Fig. 1: gate families picked out
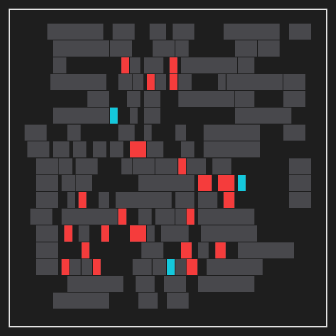
Fig. 2: signal wires on met1
Supply wires on this layer in gray.
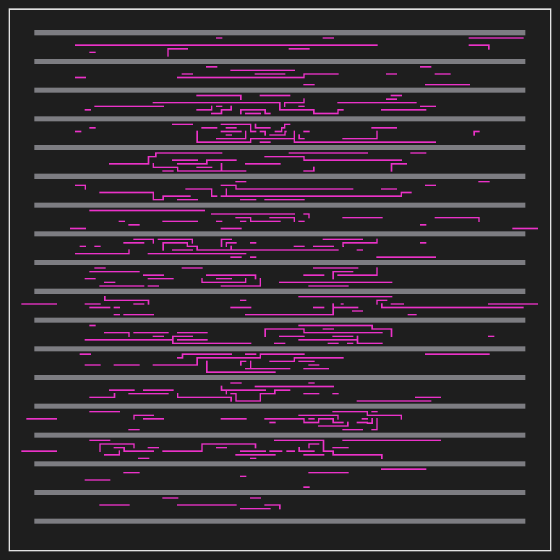
Fig. 3: register map, names as in the netlist
Other sequential cells in the stronger gray, the rest of the logic in the fainter gray.
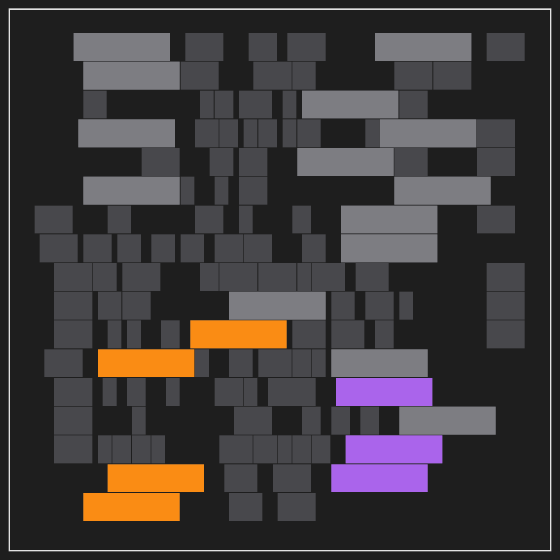
Fig. 4: floorplan with the power grid
Pins as bars on the die edge.
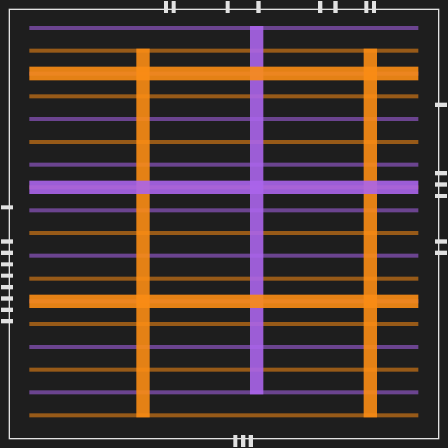
## config.mk

```make
export PLATFORM = sky130hd
export DESIGN_NAME = deflation_sequencer
export DESIGN_NICKNAME = d
export VERILOG_FILES = /design/src/rtl/fsm_defl_seq.sv /design/src/rtl/defl_watchdog.sv /design/src/rtl/deflation_sequencer.sv
export SDC_FILE = /design/constraint.sdc
export NUM_CORES = 1
export LEC_CHECK = 0
export CAP_MARGIN = 5
export CORE_MARGIN = 2
export CORE_UTILIZATION = 45
export DETAILED_ROUTE_END_ITERATION = 10
export PLACE_DENSITY = 0.75
export SYNTH_ARGS = -nofsm -noshare
export SYNTH_HDL_FRONTEND = slang
export SYNTH_SLANG_ARGS = --single-unit
```

## constraint.sdc

```tcl
create_clock -name clk -period 4.37 [get_ports clk]
set_clock_uncertainty 0.15 [all_clocks]
set_input_delay 0.874 -clock clk [delete_from_list [all_inputs] [get_ports clk]]
set_output_delay 0.874 -clock clk [all_outputs]
set_load 0.005 [all_outputs]
```

## src/rtl/fsm_defl_seq.sv

```systemverilog
// State encoding and output decode shared by the deflation sequencer.
package fsm_defl_seq;

  typedef enum logic [3:0] {
    IDLE_DS,
    LOAD_INIT_DS,
    CLR_PI_DS,
    RUN_PI_DS,
    STORE_DS,
    CLR_UP_DS,
    RUN_UP_DS,
    LOAD_COV_DS,
    DONE_DS,
    ERR_DS
  } state_defl_seq;

  typedef struct packed {
    logic pi_clr;
    logic pi_start;
    logic up_clr;
    logic up_start;
    logic cov_sel;
    logic cov_load;
    logic eig_we;
    logic busy;
    logic f;
    logic err;
  } ctrl_out_t;

  // Moore output decode for one state.
  function automatic ctrl_out_t decode(input state_defl_seq s);
    ctrl_out_t o;
    o = '0;
    case (s)
      LOAD_INIT_DS: begin o.cov_load = 1'b1; o.busy = 1'b1; end
      CLR_PI_DS:    begin o.pi_clr = 1'b1;   o.busy = 1'b1; end
      RUN_PI_DS:    begin o.pi_start = 1'b1; o.busy = 1'b1; end
      STORE_DS:     begin o.eig_we = 1'b1;   o.busy = 1'b1; end
      CLR_UP_DS:    begin o.up_clr = 1'b1;   o.busy = 1'b1; end
      RUN_UP_DS:    begin o.up_start = 1'b1; o.busy = 1'b1; end
      LOAD_COV_DS:  begin o.cov_load = 1'b1; o.cov_sel = 1'b1; o.busy = 1'b1; end
      DONE_DS:      o.f = 1'b1;
      ERR_DS:       o.err = 1'b1;
      default:      o = '0;
    endcase
    return o;
  endfunction

  function automatic logic is_run(input state_defl_seq s);
    return (s == RUN_PI_DS) || (s == RUN_UP_DS);
  endfunction

endpackage

```

## src/rtl/defl_watchdog.sv

```systemverilog
// Wait-state watchdog: counts enabled cycles since the last clear and flags
// the cycle in which the LIMIT-th enabled cycle is reached.
module defl_watchdog #(
  parameter int unsigned LIMIT = 4096,
  localparam int unsigned W = $clog2(LIMIT + 1)
) (
  input  logic clk,
  input  logic rst,
  input  logic clear,
  input  logic enable,
  output logic expired_c
);

  logic [W-1:0] count;

  always_ff @(posedge clk or negedge rst) begin
    if (!rst) begin
      count <= '0;
    end else if (clear) begin
      count <= '0;
    end else if (enable) begin
      count <= count + W'(1);
    end
  end

  assign expired_c = enable && (count == W'(LIMIT - 1));

endmodule

```

## src/rtl/deflation_sequencer.sv

```systemverilog
// Deflation sequencer: per component runs power iteration, stores the eigenpair,
// then deflates the covariance. Macro DEFL_TIMEOUT_EN adds a wait-state watchdog.
module deflation_sequencer
  import fsm_defl_seq::*;
#(
  parameter int unsigned MAX_COMP = 8,
  parameter int unsigned TIMEOUT_CYCLES = 4096,
  parameter int unsigned NUM_W = 8,
  localparam int unsigned IDX_W = (MAX_COMP > 1) ? $clog2(MAX_COMP) : 1,
  localparam int unsigned CNT_W = $clog2(MAX_COMP + 1)
) (
  input  logic             clk,
  input  logic             rst,
  input  logic             start,
  input  logic [NUM_W-1:0] num_comp,
  input  logic             pi_done,
  input  logic             up_done,
  output logic             pi_clr,
  output logic             pi_start,
  output logic             up_clr,
  output logic             up_start,
  output logic             cov_sel,
  output logic             cov_load,
  output logic             eig_we,
  output logic [IDX_W-1:0] comp_idx,
  output logic             busy,
  output logic             f,
  output logic             err
);

  state_defl_seq    state, state_next;
  logic [IDX_W-1:0] comp_next;
  logic [CNT_W-1:0] count_q, count_next;
  logic [CNT_W-1:0] req_cnt_c;
  logic             last_c;
  logic             wd_expired_c;
  ctrl_out_t        ctrl_q;

  // Requested component count clamped to MAX_COMP.
  always_comb begin
    req_cnt_c = CNT_W'(num_comp);
    if (32'(num_comp) > MAX_COMP) begin
      req_cnt_c = CNT_W'(MAX_COMP);
    end
  end

  assign last_c = (32'(comp_idx) + 32'd1) == 32'(count_q);

`ifdef DEFL_TIMEOUT_EN
  logic wd_clear;
  logic wd_enable;

  // Clear on the edge that enters a run state so each wait starts from zero.
  assign wd_clear  = is_run(state_next) && !is_run(state);
  assign wd_enable = is_run(state);

  defl_watchdog #(
    .LIMIT(TIMEOUT_CYCLES)
  ) u_watchdog (
    .clk      (clk),
    .rst      (rst),
    .clear    (wd_clear),
    .enable   (wd_enable),
    .expired_c(wd_expired_c)
  );
`else
  // No watchdog in this build; the parameter stays for a uniform interface.
  assign wd_expired_c = 1'b0 & (TIMEOUT_CYCLES != 0);
`endif

  always_ff @(posedge clk or negedge rst) begin
    if (!rst) begin
      state    <= IDLE_DS;
      comp_idx <= '0;
      count_q  <= '0;
      ctrl_q   <= '0;
    end else begin
      state    <= state_next;
      comp_idx <= comp_next;
      count_q  <= count_next;
      ctrl_q   <= decode(state_next);
    end
  end

  always_comb begin
    state_next = state;
    comp_next  = comp_idx;
    count_next = count_q;
    case (state)
      IDLE_DS, DONE_DS: begin
        if (start) begin
          if (num_comp == '0) begin
            state_next = DONE_DS;
          end else begin
            state_next = LOAD_INIT_DS;
            count_next = req_cnt_c;
            comp_next  = '0;
          end
        end
      end
      LOAD_INIT_DS: state_next = CLR_PI_DS;
      CLR_PI_DS:    state_next = RUN_PI_DS;
      RUN_PI_DS: begin
        if (pi_done) begin
          state_next = STORE_DS;
        end else if (wd_expired_c) begin
          state_next = ERR_DS;
        end
      end
      STORE_DS:     state_next = last_c ? DONE_DS : CLR_UP_DS;
      CLR_UP_DS:    state_next = RUN_UP_DS;
      RUN_UP_DS: begin
        if (up_done) begin
          state_next = LOAD_COV_DS;
        end else if (wd_expired_c) begin
          state_next = ERR_DS;
        end
      end
      LOAD_COV_DS: begin
        state_next = CLR_PI_DS;
        if (32'(comp_idx) < (MAX_COMP - 1)) begin
          comp_next = comp_idx + IDX_W'(1);
        end
      end
      ERR_DS:       state_next = ERR_DS;
      default:      state_next = IDLE_DS;
    endcase
  end

  assign pi_clr   = ctrl_q.pi_clr;
  assign pi_start = ctrl_q.pi_start;
  assign up_clr   = ctrl_q.up_clr;
  assign up_start = ctrl_q.up_start;
  assign cov_sel  = ctrl_q.cov_sel;
  assign cov_load = ctrl_q.cov_load;
  assign eig_we   = ctrl_q.eig_we;
  assign busy     = ctrl_q.busy;
  assign f        = ctrl_q.f;
  assign err      = ctrl_q.err;

endmodule

```

==> results.sh <==
# implementation run metrics
export IMPL_status="finished clean"
export IMPL_power_density_nw_per_um2=532
export IMPL_grt_util_met3_pct=1.75
export IMPL_drc=0
export IMPL_clock_area_share_pct=2.04
export IMPL_grt_ovfl_total=0
export IMPL_largestClassByArea="sequential cells"
export IMPL_arrival_ns=2.59
export IMPL_antenna_cells=0
export IMPL_synth_warnings=0
export IMPL_place_congestion=0.722
export IMPL_vdd_drop_max_uv=225
export IMPL_cts_sinks=21
export IMPL_syn_area_um2=998
export IMPL_synthAoiAreaFrac_pct=12.3
export IMPL_grt_start_max_net_pins=22
export IMPL_rsz0062_at_grt="no"
export IMPL_flop_cell="dfrtp_1"
export IMPL_cts_tree="built"
export IMPL_cts_buffer_depth=2
export IMPL_wl_met3_um=49
export IMPL_place_ws_ns=1.53
export IMPL_seq_cell_count=21
export IMPL_pg_comb_uw=270
export IMPL_grt_antenna_before_repair=0
export IMPL_fmax_mhz=389
export IMPL_crit_buf_inv=1
export IMPL_ys_area_um2=998
export IMPL_drv_cap=0
export IMPL_fillers=198
export IMPL_logic_area_um2=438
export IMPL_lay_top_cells="clkdlybuf4s50_1, dfrtp_1, nand2_1"
export IMPL_clkbuf_count=4
export IMPL_async_reset_ff_share_pct=100
export IMPL_via_per_inst=5.26
export IMPL_slowest_stage="clkdlybuf4s50_1"
export IMPL_clk_latency_ns=0.29
export IMPL_swShare_pct=34.4
export IMPL_hold_violations=0
export IMPL_yosysUniqueCellTypes=35
export IMPL_design_area_um2=1290
export IMPL_critPathLaunch="num_comp[1]"
export IMPL_ctsHoldBuffers=0
export IMPL_crit_end="state[0]$_DFF_PN0_"
export IMPL_layout_nonclk_buf_share_pct=19.5
export IMPL_num_rows=17
export IMPL_ctsResizeCount=0
export IMPL_ys_sh_adder_pct=1.25
export IMPL_drtAntennaViolNets=0
export IMPL_drive_above_1_share_pct=4.84
export IMPL_dr_wl_met2_um=995
export IMPL_syn_avg_cell_area_um2=9.98
export IMPL_wl_per_cell_um=12.5
export IMPL_rr_worst_depth=5
export IMPL_ys_cells=100
export IMPL_maxSlewViolCount=0
export IMPL_power_group_top="registers"
export IMPL_cp_max_fo=12
export IMPL_internal_power_uw=449
export IMPL_hpwl_um=1450
export IMPL_cpPeakStageDelay_ns=0.43
export IMPL_dp_cells=148
export IMPL_grt_usage_pct=16.6
export IMPL_die_x_um=51.1
export IMPL_fin_tns_setup_ns=0
export IMPL_nets=139
export IMPL_htree_num_levels=1
export IMPL_numSynthFlops=21
export IMPL_drtPass1Iterations=5
export IMPL_buffers=25
export IMPL_cp_top_family="simple AND/OR/NAND/NOR gates"
export IMPL_hold_path_depth=2
export IMPL_fp_util_pct=46.5
export IMPL_r2r_end="state[0]$_DFF_PN0_"
export IMPL_drt_iter0_drc=6
export IMPL_postPlaceCellArea_um2=1260
export IMPL_relSlewSlack_pct=39.7
export IMPL_die_height_um=51.1
export IMPL_rr_startpoint="comp_idx[0]$_DFFE_PN0P_"
export IMPL_power_switching_uw=235
export IMPL_ys_sh_mux_pct=0
export IMPL_pg_clk_uw=87.6
export IMPL_edf_count=0
export IMPL_hp_class="register to register"
export IMPL_required_ns=4.39
Back to the opening pictures, Fig. 1:
family	color	cells
inv cells	cyan	3
nand cells	red	21
Top cell excl fill/tap: clkdlybuf4s50_1
post-route insts no fill: 152
Comb area share: 34.0%

Back to the opening pictures, Fig. 2:
longest straight run	28.5 um
main direction	horizontal

Back to the opening pictures, Fig. 3:
name in the netlist	color	sequential cells
count_q	orange	4
comp_idx	purple	3
not colored	14
Reg area: 526 um2
post-layout util: 59.9%
Seq/total area: 40.9%
Flop+latch power: 326 uW

Back to the opening pictures, Fig. 4:
net	color
VSS	orange
VDD	purple
rows	17
met4 straps	3
met1 rails	18

Power figures rest on the tool's default switching activity, not on a simulated workload.
